File: src/rtl/fetch_unit.sv
// Instruction-fetch front end: PC, one-line fetch buffer, line-granular I-cache request FSM, instruction queue.
// Optional saturating perf counters are built only when FETCH_PERF_COUNTERS_EN is defined.
module fetch_unit #(
  parameter logic [31:0] RESET_PC  = 32'haaaaa000,
  parameter int          LINE_BITS = 256,
  parameter int          DEPTH     = 16
) (
  input  logic                   clk,
  input  logic                   rst,
  output logic [31:0]            icache_addr,
  output logic [3:0]             icache_rmask,
  input  logic [LINE_BITS-1:0]   icache_rdata,
  input  logic                   icache_resp,
  input  logic                   redirect_valid,
  input  logic [31:0]            redirect_pc,
  input  logic                   deq_ready,
  output logic                   deq_valid,
  output logic [31:0]            deq_instr,
  output logic [31:0]            deq_pc,
  output logic [$clog2(DEPTH):0] occupancy,
  output logic [31:0]            perf_hits,
  output logic [31:0]            perf_misses
);
  localparam int OFF   = $clog2(LINE_BITS/8);
  localparam int WORDS = LINE_BITS/32;
  localparam int TW    = 32 - OFF;
  localparam int AW    = $clog2(DEPTH);
  localparam int PW    = AW + 1;

  typedef enum logic [1:0] {S_IDLE, S_REQ, S_WAIT} state_e;

  state_e                     state_q;
  logic                       discard_q;
  logic [31:0]                pc_q;
  logic [31:0]                req_addr_q;
  logic                       lb_valid_q;
  logic [TW-1:0]              lb_tag_q;
  logic [WORDS-1:0][31:0]     lb_words_q;
  logic [PW-1:0]              wptr_q, rptr_q;
  logic [31:0]                q_instr [DEPTH];
  logic [31:0]                q_pc    [DEPTH];

  logic        hit, full, empty, enq, deq, req_start;
  logic [31:0] redir_pc_d;
  logic [31:0] cur_word;
  logic        unused_redir_lsbs;

  assign redir_pc_d        = {redirect_pc[31:2], 2'b00};
  assign unused_redir_lsbs = ^redirect_pc[1:0];

  assign hit      = lb_valid_q && (lb_tag_q == pc_q[31:OFF]);
  assign cur_word = lb_words_q[pc_q[OFF-1:2]];
  assign empty    = (wptr_q == rptr_q);
  assign full     = (wptr_q[PW-1] != rptr_q[PW-1]) && (wptr_q[AW-1:0] == rptr_q[AW-1:0]);
  assign enq      = (state_q == S_IDLE) && !redirect_valid && hit && !full;
  assign deq      = !empty && deq_ready;
  assign req_start = (state_q == S_IDLE) && !redirect_valid && !hit;

  // Request address is latched on REQ entry so it stays stable even if a redirect moves pc mid-flight.
  assign icache_addr  = req_addr_q;
  assign icache_rmask = (state_q == S_REQ || state_q == S_WAIT) ? 4'hf : 4'h0;

  assign deq_valid = !empty;
  assign deq_instr = empty ? 32'h0 : q_instr[rptr_q[AW-1:0]];
  assign deq_pc    = empty ? 32'h0 : q_pc[rptr_q[AW-1:0]];
  assign occupancy = wptr_q - rptr_q;

  always_ff @(posedge clk or negedge rst) begin
    if (!rst) begin
      state_q    <= S_IDLE;
      discard_q  <= 1'b0;
      pc_q       <= RESET_PC;
      req_addr_q <= {RESET_PC[31:OFF], {OFF{1'b0}}};
      lb_valid_q <= 1'b0;
      lb_tag_q   <= '0;
      lb_words_q <= '0;
      wptr_q     <= '0;
      rptr_q     <= '0;
    end else begin
      if (redirect_valid) begin
        pc_q   <= redir_pc_d;
        wptr_q <= '0;
        rptr_q <= '0;
      end else begin
        if (enq) begin
          pc_q   <= pc_q + 32'd4;
          wptr_q <= wptr_q + 1'b1;
        end
        if (deq) rptr_q <= rptr_q + 1'b1;
      end
      case (state_q)
        S_IDLE: if (req_start) begin
          state_q    <= S_REQ;
          req_addr_q <= {pc_q[31:OFF], {OFF{1'b0}}};
        end
        S_REQ: state_q <= redirect_valid ? S_IDLE : S_WAIT;
        S_WAIT: begin
          // The outstanding request cannot be cancelled; a redirect only marks its data as stale.
          if (icache_resp) begin
            state_q   <= S_IDLE;
            discard_q <= 1'b0;
            if (!discard_q) begin
              lb_valid_q <= 1'b1;
              lb_tag_q   <= req_addr_q[31:OFF];
              lb_words_q <= icache_rdata;
            end
          end else if (redirect_valid) begin
            discard_q <= 1'b1;
          end
        end
        default: state_q <= S_IDLE;
      endcase
    end
  end

  always_ff @(posedge clk) begin
    if (enq) begin
      q_instr[wptr_q[AW-1:0]] <= cur_word;
      q_pc[wptr_q[AW-1:0]]    <= pc_q;
    end
  end

`ifdef FETCH_PERF_COUNTERS_EN
  logic [31:0] hits_q, misses_q;
  always_ff @(posedge clk or negedge rst) begin
    if (!rst) begin
      hits_q   <= '0;
      misses_q <= '0;
    end else begin
      if (enq && hits_q != 32'hffffffff)         hits_q   <= hits_q + 32'd1;
      if (req_start && misses_q != 32'hffffffff) misses_q <= misses_q + 32'd1;
    end
  end
  assign perf_hits   = hits_q;
  assign perf_misses = misses_q;
`else
  assign perf_hits   = 32'h0;
  assign perf_misses = 32'h0;
`endif
endmodule
File: config.mk
export PLATFORM = sky130hd
export DESIGN_NAME = fetch_unit
export DESIGN_NICKNAME = d
export VERILOG_FILES = /design/src/rtl/fetch_unit.sv
export SDC_FILE = /design/constraint.sdc
export NUM_CORES = 1
export LEC_CHECK = 0
export CORE_MARGIN = 2
export CORE_UTILIZATION = 52
export CTS_CLUSTER_DIAMETER = 100
export DETAILED_ROUTE_END_ITERATION = 6
export GPL_TIMING_DRIVEN = 0
export PLACE_DENSITY = 0.84
export SLEW_MARGIN = 20
export SYNTH_ARGS = -nofsm -noshare
export SYNTH_HDL_FRONTEND = slang
export SYNTH_SLANG_ARGS = --single-unit
File: constraint.sdc
create_clock -name clk -period 9.4 [get_ports clk]
set_input_delay 0.94 -clock clk [delete_from_list [all_inputs] [get_ports clk]]
set_output_delay 0.94 -clock clk [all_outputs]
set_load 0.03 [all_outputs]
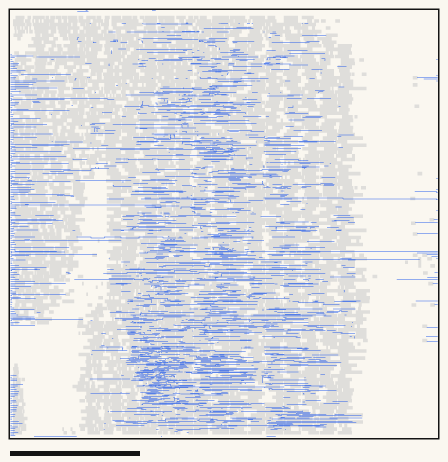
(images/m3.png)
The bar under the picture is 100 um long.
- wire length on this layer: 19000 um
- share of all routed wire: 12%
- longest straight run: 174 um

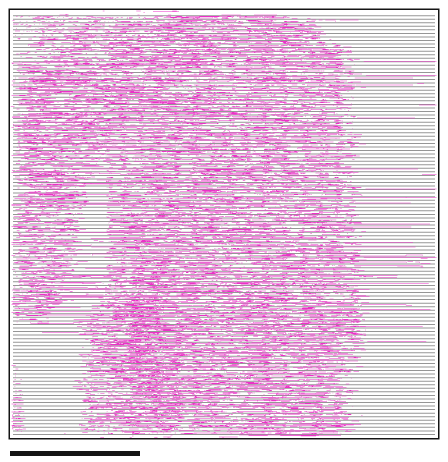
(images/m1.png)
The bar under the picture is 100 um long. Supply wires on this layer in grey.
- longest straight run: 129 um
- main direction: horizontal
final WL: 163000 um
Vias: 31700
GR Util met1: 0.383

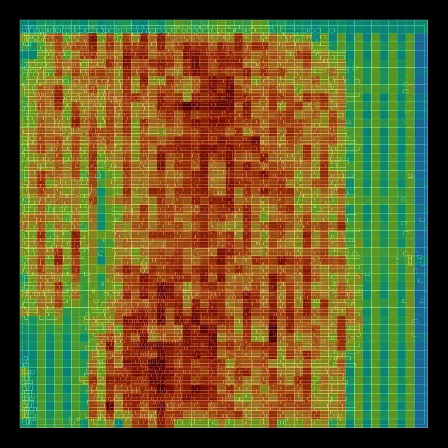
(images/congestion_map.png)
Global Route Usage Sum: 0.305
wire length per cell: 33.5 um
grt met3 use: 0.0780
routing usage on met2: 0.501
GRT busiest layer: met2

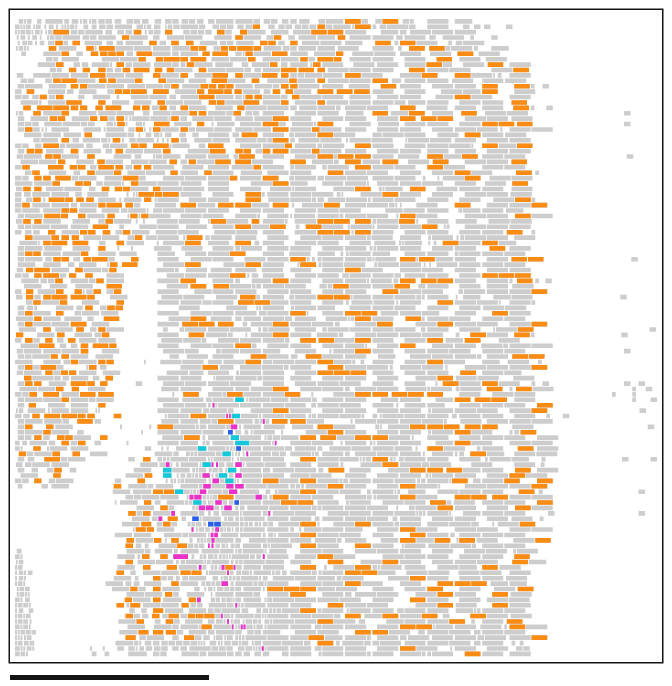
(images/gates.png)
The bar under the picture is 100 um long.
- blue: non-inverting ao/oa cells (cells 6)
- cyan: fa/ha/maj cells (cells 14; most used ha_1)
- orange: mux cells (cells 717; most used mux4_2; where widely spread)
- magenta: nor cells (cells 51; most used nor2_1)

==> deck_impl_summary.md <==
Implementation Results

Clocking
  – Clock Sinks: 1346
  – Late-Pin Clk Latency: 0.73 ns
  – CTS root buf: clkbuf_16
  – CTS clk-pin slew, worst paths: 0.07 ns
  – Post-CTS sizing: 0

Placement
  – IO Port Bufs: 389
  – Post-DP Area: 62000 um2
  – DP Cell Count: 4640
  – Routability cong.: 0.885
  – Pre-CTS WS: 2.98 ns

Global routing
  – Vias in the first global route: 32700
  – First-pass GRT wire length: 234000 um

Power and ir drop
  – Power Density: 235 nW/um2
  – P_leak: 22.9 nW
  – Int Pwr: 11.5 mW
  – Comb pwr share: 0.164
  – Clk network pwr share: 0.317
  – Switching Fraction: 0.260
  – Register share of total power: 0.519
  – Worst VDD drop: 0.222 mV

Synth
  – Synth Warn #: 0
  – # Cells Yosys: 2671
  – Yosys stat area: 54600 um2
  – Number of enable flip-flop cells: 992
  – Synthesized cell area: 54600 um2
  – Syn avg cell area: 20.4 um2
  – Register area share after synthesis: 0.708
  – Top cells by count, synth: 992 x edfxtp_1, 374 x mux4_2, 334 x dfrtp_1, 316 x mux2_2, 105 x clkbuf_1
  – Synth top area share: 0.546
  – Cell count after synthesis: 2671

Critical path
  – WP buf/inv: 6
  – Crit path capture type: primary output
  – CP Cell Sequence: clkbuf_1 -> clkbuf_1 -> clkbuf_1 -> inv_1 -> ha_1 -> and4_1 -> nand2_1 -> clkbuf_1 -> and2_1 -> clkdlybuf4s50_1
  – Crit path DRT: 8.46 ns
  – CP most frequent cell: clkbuf_1
  – CP delay by family, top: buffers and inverters
  – Startpoint Class: flip-flop
  – CP Class: flip-flop to primary output

Routing
  – Initial drt markers: 5072
  – Drt first pass iters: 7

Final timing
  – Fin Setup TNS: 0 ns
  – Final worst slack: 1.96 ns
  – Hold WS: 0.210 ns
  – Final hold vios: 0
  – Unrepaired setup endpoints after global routing: no
  – Final setup viols: 0
  – Slew @ Worst Pin: 1.20 ns
  – Final period demand of the worst path: 7.44 ns
  – Final clock skew: 0.0339 ns
  – Rel. slew slack: 0.200
  – Final slew viol count: 0

Floorplanning
  – # IOs: 463
  – Die Height: 328 um
  – Core Util at FP: 0.526
  – Die area: 108000 um2
  – Core area: 104000 um2

Final layout
  – Area grow syn2layout: 20.6%
  – Finished layout cell area: 65900 um2
  – Post-layout util: 0.635
  – Top cell excl fill/tap: edfxtp_1
  – Post-route insts no fill: 4872

Outcome
  – Status: finished clean

Hold path
  – Hold Crit Class: input port to async pin
==> path summary, 6_finish.rpt <==
check / startpoint / end / slack (ns) / cells past startpoint
setup / recovery: rptr_q[1] / deq_pc[25] / 1.96 / 10
hold / removal: rst / lb_words_q[16] / 0.21 / 1
setup reg to reg: rptr_q[1] / q_instr[0][19] / 2.69 / 17
max in group asynchronous: rst / lb_tag_q[3] / 7.75 / 3
min in group clk: lb_words_q[89] / lb_words_q[89] / 0.50 / 1
hold reg to reg: lb_words_q[89] / lb_words_q[89] / 0.50 / 1
==> cell type report <==
cell class / instances / area, um2
sequential: 1346 / 38700
fill: 6473 / 37900
multi-input combinational: 1156 / 15100
timing repair buffer: 519 / 5280
clock buffer: 163 / 3310
tap: 1380 / 1730
buffer: 224 / 1180
clock inverter: 57 / 542
inverter: 15 / 56.3
antenna: 12 / 30.0
==> layer usage <==
layer  vias to the layer above  share of wire
met5                         -        0.00060
met4                        14          0.055
met3                       624           0.12
met2                      2740           0.49
met1                     16300           0.33
li1                      12100              -
==> kinds of logic (layout without fill, tap and decap cells) <==
group	count (synthesis)	count (layout)	synth area share
DFF	1346	1346	0.708
and+or+nand+nor	250	250	0.0253
other	1	83	0.0000687
buffers and inverters	239	978	0.0222
muxes	717	717	0.226
adders and majority gates	14	14	0.00335
xor gates and xnor gates	45	45	0.00736
AOI/OAI and AO/OA	59	59	0.00708
==> power by group through the flow <==
| stage | sequential [mW] | clock [mW] | combinational [mW] |
|---|---|---|---|
| after floorplan | 8.02 | 0 | 1.56 |
| after global placement | 8.08 | 0 | 2.36 |
| after detailed placement | 8.12 | 0 | 2.48 |
| after CTS | 8.01 | 4.91 | 2.51 |
| after global routing | 8.09 | 5.13 | 2.70 |
| final | 8.03 | 4.91 | 2.54 |
No activity file was given, so power comes from the tool's default toggle rates.
